`src/rtl/if_fetch_unit_if.sv`:
```
// Instruction-memory port of the fetch stage.
// Handshake: o_imem_req is held high with o_imem_addr stable until the cycle
// i_imem_ack is seen high; i_imem_rdata is valid in that same ack cycle.
interface if_fetch_unit_if;
    logic        o_imem_req;
    logic [31:0] o_imem_addr;
    logic        i_imem_ack;
    logic [31:0] i_imem_rdata;

    modport master (
        output o_imem_req,
        output o_imem_addr,
        input  i_imem_ack,
        input  i_imem_rdata
    );

    modport slave (
        input  o_imem_req,
        input  o_imem_addr,
        output i_imem_ack,
        output i_imem_rdata
    );
endinterface

```
`src/rtl/if_fetch_unit.sv`:
```
// Instruction fetch stage: owns the PC, fetches over req/ack, buffers one
// instruction for the IF/ID register and drops in-flight fetches on redirect.
module if_fetch_unit #(
    parameter logic [31:0] RESET_PC = 32'h0000_0000,
    parameter logic [31:0] NOP      = 32'h0000_0000
) (
    input  logic                   i_clk,
    input  logic                   i_rst_n,
    input  logic                   i_stall,
    input  logic                   i_redirect,
    input  logic [31:0]            i_redirect_pc,
    if_fetch_unit_if.master        imem,
    output logic                   o_valid,
    output logic [31:0]            o_pc,
    output logic [31:0]            o_next_pc,
    output logic [31:0]            o_data,
    output logic [1:0]             o_state
);

    typedef enum logic [1:0] {
        S_IDLE  = 2'd0,
        S_FETCH = 2'd1,
        S_HOLD  = 2'd2,
        S_DROP  = 2'd3
    } state_t;

    state_t      state_q, state_d;
    logic [31:0] pc_q, pc_d;
    logic [31:0] addr_q, addr_d;
    logic [31:0] buf_pc_q, buf_pc_d;
    logic [31:0] buf_data_q, buf_data_d;

    always_ff @(posedge i_clk or negedge i_rst_n) begin
        if (!i_rst_n) begin
            state_q    <= S_IDLE;
            pc_q       <= RESET_PC;
            addr_q     <= RESET_PC;
            buf_pc_q   <= 32'h0000_0000;
            buf_data_q <= NOP;
        end else begin
            state_q    <= state_d;
            pc_q       <= pc_d;
            addr_q     <= addr_d;
            buf_pc_q   <= buf_pc_d;
            buf_data_q <= buf_data_d;
        end
    end

    // Redirect wins over stall and ack. An unacked request cannot be
    // withdrawn, so a redirect in S_FETCH parks in S_DROP until it completes.
    always_comb begin
        state_d    = state_q;
        pc_d       = pc_q;
        addr_d     = addr_q;
        buf_pc_d   = buf_pc_q;
        buf_data_d = buf_data_q;

        unique case (state_q)
            S_IDLE: begin
                state_d = S_FETCH;
                if (i_redirect) begin
                    pc_d   = i_redirect_pc;
                    addr_d = i_redirect_pc;
                end else begin
                    addr_d = pc_q;
                end
            end

            S_FETCH: begin
                if (i_redirect) begin
                    pc_d = i_redirect_pc;
                    if (imem.i_imem_ack) begin
                        addr_d  = i_redirect_pc;
                        state_d = S_FETCH;
                    end else begin
                        state_d = S_DROP;
                    end
                end else if (imem.i_imem_ack) begin
                    buf_data_d = imem.i_imem_rdata;
                    buf_pc_d   = addr_q;
                    pc_d       = addr_q + 32'd4;
                    state_d    = S_HOLD;
                end
            end

            S_HOLD: begin
                if (i_redirect) begin
                    pc_d    = i_redirect_pc;
                    addr_d  = i_redirect_pc;
                    state_d = S_FETCH;
                end else if (!i_stall) begin
                    addr_d  = pc_q;
                    state_d = S_FETCH;
                end
            end

            S_DROP: begin
                if (i_redirect) begin
                    pc_d = i_redirect_pc;
                    if (imem.i_imem_ack) begin
                        addr_d  = i_redirect_pc;
                        state_d = S_FETCH;
                    end
                end else if (imem.i_imem_ack) begin
                    addr_d  = pc_q;
                    state_d = S_FETCH;
                end
            end

            default: state_d = S_IDLE;
        endcase
    end

    // Outputs decode only registered state, so nothing from imem reaches o_*.
    assign imem.o_imem_req  = (state_q == S_FETCH) || (state_q == S_DROP);
    assign imem.o_imem_addr = addr_q;

    assign o_valid   = (state_q == S_HOLD);
    assign o_data    = o_valid ? buf_data_q : NOP;
    assign o_pc      = buf_pc_q;
    assign o_next_pc = buf_pc_q + 32'd4;
    assign o_state   = state_q;

endmodule

```
`src/flat_wrapper.sv`:
```
// flat-port wrapper written by rule: the top's interface ports become plain ports
module if_fetch_unit_flat 
#(
    parameter logic [31:0] RESET_PC = 32'h0000_0000,
    parameter logic [31:0] NOP      = 32'h0000_0000
)
  (i_clk, i_rst_n, i_stall, i_redirect, i_redirect_pc, o_valid, o_pc, o_next_pc, o_data, o_state, imem_o_imem_req, imem_o_imem_addr, imem_i_imem_ack, imem_i_imem_rdata);
  if_fetch_unit_if imem_i ();
  input  logic i_clk;
  input  logic i_rst_n;
  input  logic i_stall;
  input  logic i_redirect;
  input  logic [31:0] i_redirect_pc;
  output logic o_valid;
  output logic [31:0] o_pc;
  output logic [31:0] o_next_pc;
  output logic [31:0] o_data;
  output logic [1:0] o_state;
  output wire logic [$bits(imem_i.o_imem_req)-1:0] imem_o_imem_req;
  output wire logic [$bits(imem_i.o_imem_addr)-1:0] imem_o_imem_addr;
  input wire logic [$bits(imem_i.i_imem_ack)-1:0] imem_i_imem_ack;
  input wire logic [$bits(imem_i.i_imem_rdata)-1:0] imem_i_imem_rdata;
  assign imem_o_imem_req = imem_i.o_imem_req;
  assign imem_o_imem_addr = imem_i.o_imem_addr;
  assign imem_i.i_imem_ack = imem_i_imem_ack;
  assign imem_i.i_imem_rdata = imem_i_imem_rdata;
  if_fetch_unit #(.RESET_PC(RESET_PC), .NOP(NOP)) u_core (.i_clk(i_clk), .i_rst_n(i_rst_n), .i_stall(i_stall), .i_redirect(i_redirect), .i_redirect_pc(i_redirect_pc), .imem(imem_i), .o_valid(o_valid), .o_pc(o_pc), .o_next_pc(o_next_pc), .o_data(o_data), .o_state(o_state));
endmodule
```
`config.mk`:
```
export PLATFORM = sky130hd
export DESIGN_NAME = if_fetch_unit_flat
export DESIGN_NICKNAME = d
export VERILOG_FILES = /design/src/rtl/if_fetch_unit_if.sv /design/src/rtl/if_fetch_unit.sv /design/src/flat_wrapper.sv
export SDC_FILE = /design/constraint.sdc
export NUM_CORES = 1
export LEC_CHECK = 0
export CAP_MARGIN = 20
export CORE_AREA = 2 2 159 161
export CTS_BUF_LIST = sky130_fd_sc_hd__clkbuf_8
export DETAILED_ROUTE_END_ITERATION = 12
export DIE_AREA = 0 0 161 163
export GPL_ROUTABILITY_DRIVEN = 1
export GPL_TIMING_DRIVEN = 0
export SYNTH_ARGS = -nofsm -noshare
export SYNTH_HDL_FRONTEND = slang
export SYNTH_SLANG_ARGS = --single-unit
```
`constraint.sdc`:
```
create_clock -name i_clk -period 2.65 [get_ports i_clk]
set_input_delay 0.3975 -clock i_clk [delete_from_list [all_inputs] [get_ports i_clk]]
set_output_delay 0.3975 -clock i_clk [all_outputs]
set_load 0.02 [all_outputs]
```
==> images/pdn.png <==
The bar under the picture is 50 um long. Pins as bars on the die edge. Tap cells in gray.
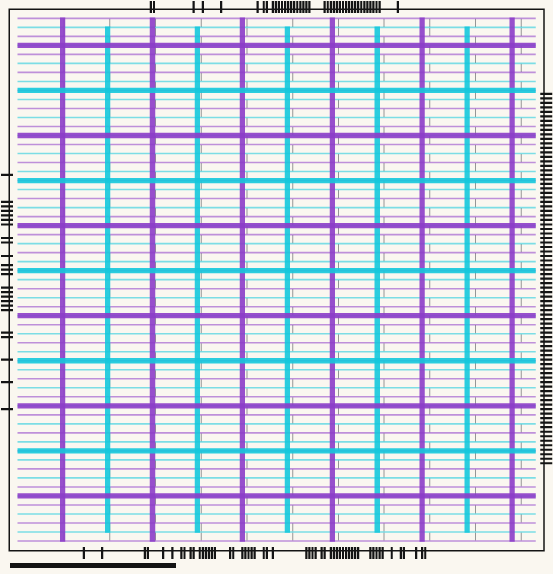
VDD -> cyan
VSS -> purple
signal pins = 201
rows = 58

==> images/registers.png <==
The bar under the picture is 50 um long. Other sequential cells in the stronger gray, the rest of the logic in the fainter gray.
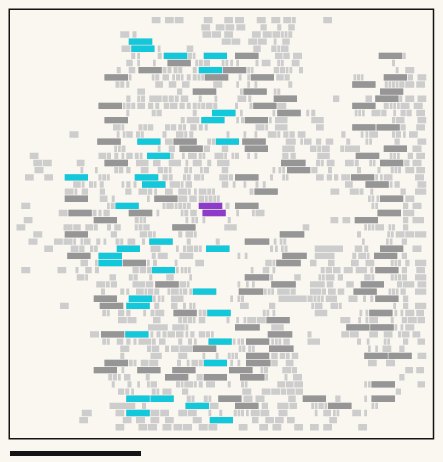
u_core.imem.o_imem_addr -> cyan  # sequential cells 32
u_core.o_state -> purple  # sequential cells 2

-- power groups by stage --
stage	Combinational, mW	Sequential (mW)	Clock, mW
after global placement	3.03	3.18	0
after global routing	3.40	3.19	1.79
after detailed placement	3.06	3.19	0
after floorplan	1.23	3.34	0
after CTS	3.13	3.11	1.70
final	3.15	3.11	1.66
-- timing repair --
action,4_1_cts,5_1_grt
resized,80,52
buffers inserted,13,5
setup endpoints to repair,88,32
endpoints found under the hold margin,46,0
hold buffers,1,0
pin swaps,4,2
-- stage by stage --
stage / total power, mW / cells
2_1_floorplan: 4.57 / 807
3_3_place_gp: 6.21 / 1336
5_1_grt: 8.37 / 1386
4_1_cts: 7.94 / 1381
6_report: 7.91 / 1386
3_5_place_dp: 6.25 / 1337
==> flow_metrics.tcl <==
# yosys + openroad results
set metrics [dict create \
    status "complete, no violations" \
    switching_power_mw 3.13 \
    grt.busiest_layer "met2" \
    min_path_cells 3 \
    netlist_instances 807 \
    critPathArrivalTime_ns 2.14 \
    finalNetCount 1115 \
    cp-startpoint "u_core.o_pc[4]" \
    path_delay_family "buffers and inverters" \
    p_sw_frac 0.395 \
    max_stage_delay_ns 0.63 \
    tap-cell-count 330 \
    required_ns 2.25 \
    vdd_drop_max_mv 0.268 \
    clk_path_buf_depth 2 \
    final_layout_size_suffix_gt1_frac 0.112 \
    die_y_um 163 \
    clockRootBuffer "clkbuf_8" \
    max_cap_violations 0 \
    htree_num_levels 4 \
    layout_top_cell "nand2_1" \
    antenna_found_initial 0 \
    yosys_cells 807 \
    worstSetupEndpoint "o_next_pc[7]" \
    setup_tns_ns 0 \
    ys_sh_mux 0.0104 \
    gp_congestion 0.805 \
    combGateArea_um2 3330 \
    ys_seq_elements 130 \
    fmax_mhz 393 \
    routed-wl-met3_um 1240 \
    worstHoldStart "imem_i_imem_ack" \
    ys.flop_type "dfrtp_1" \
    yosys_area_um2 6760 \
    p_int_mw 4.79 \
    fin_area_um2 9740 \
    logic_gates 620 \
    p_per_area_nw_per_um2 813 \
    globalRouteMet1Util 0.237 \
    hold_path_class "input port to register" \
    placedInstanceArea_um2 9190 \
    seqCellArea_um2 3270 \
    cts_made_buffers 17 \
    comb_power_share 0.398 \
    vias 6517 \
    first_global_vias 6336 \
    worst-path-buf-inv 1 \
    edf_count 0 \
    synth_top_cell_by_count "nand2_1" \
    tool_warnings 27 \
    whs_ns 0.366 \
    cts_tree "done" \
]
No activity file was given, so power comes from the tool's default toggle rates.
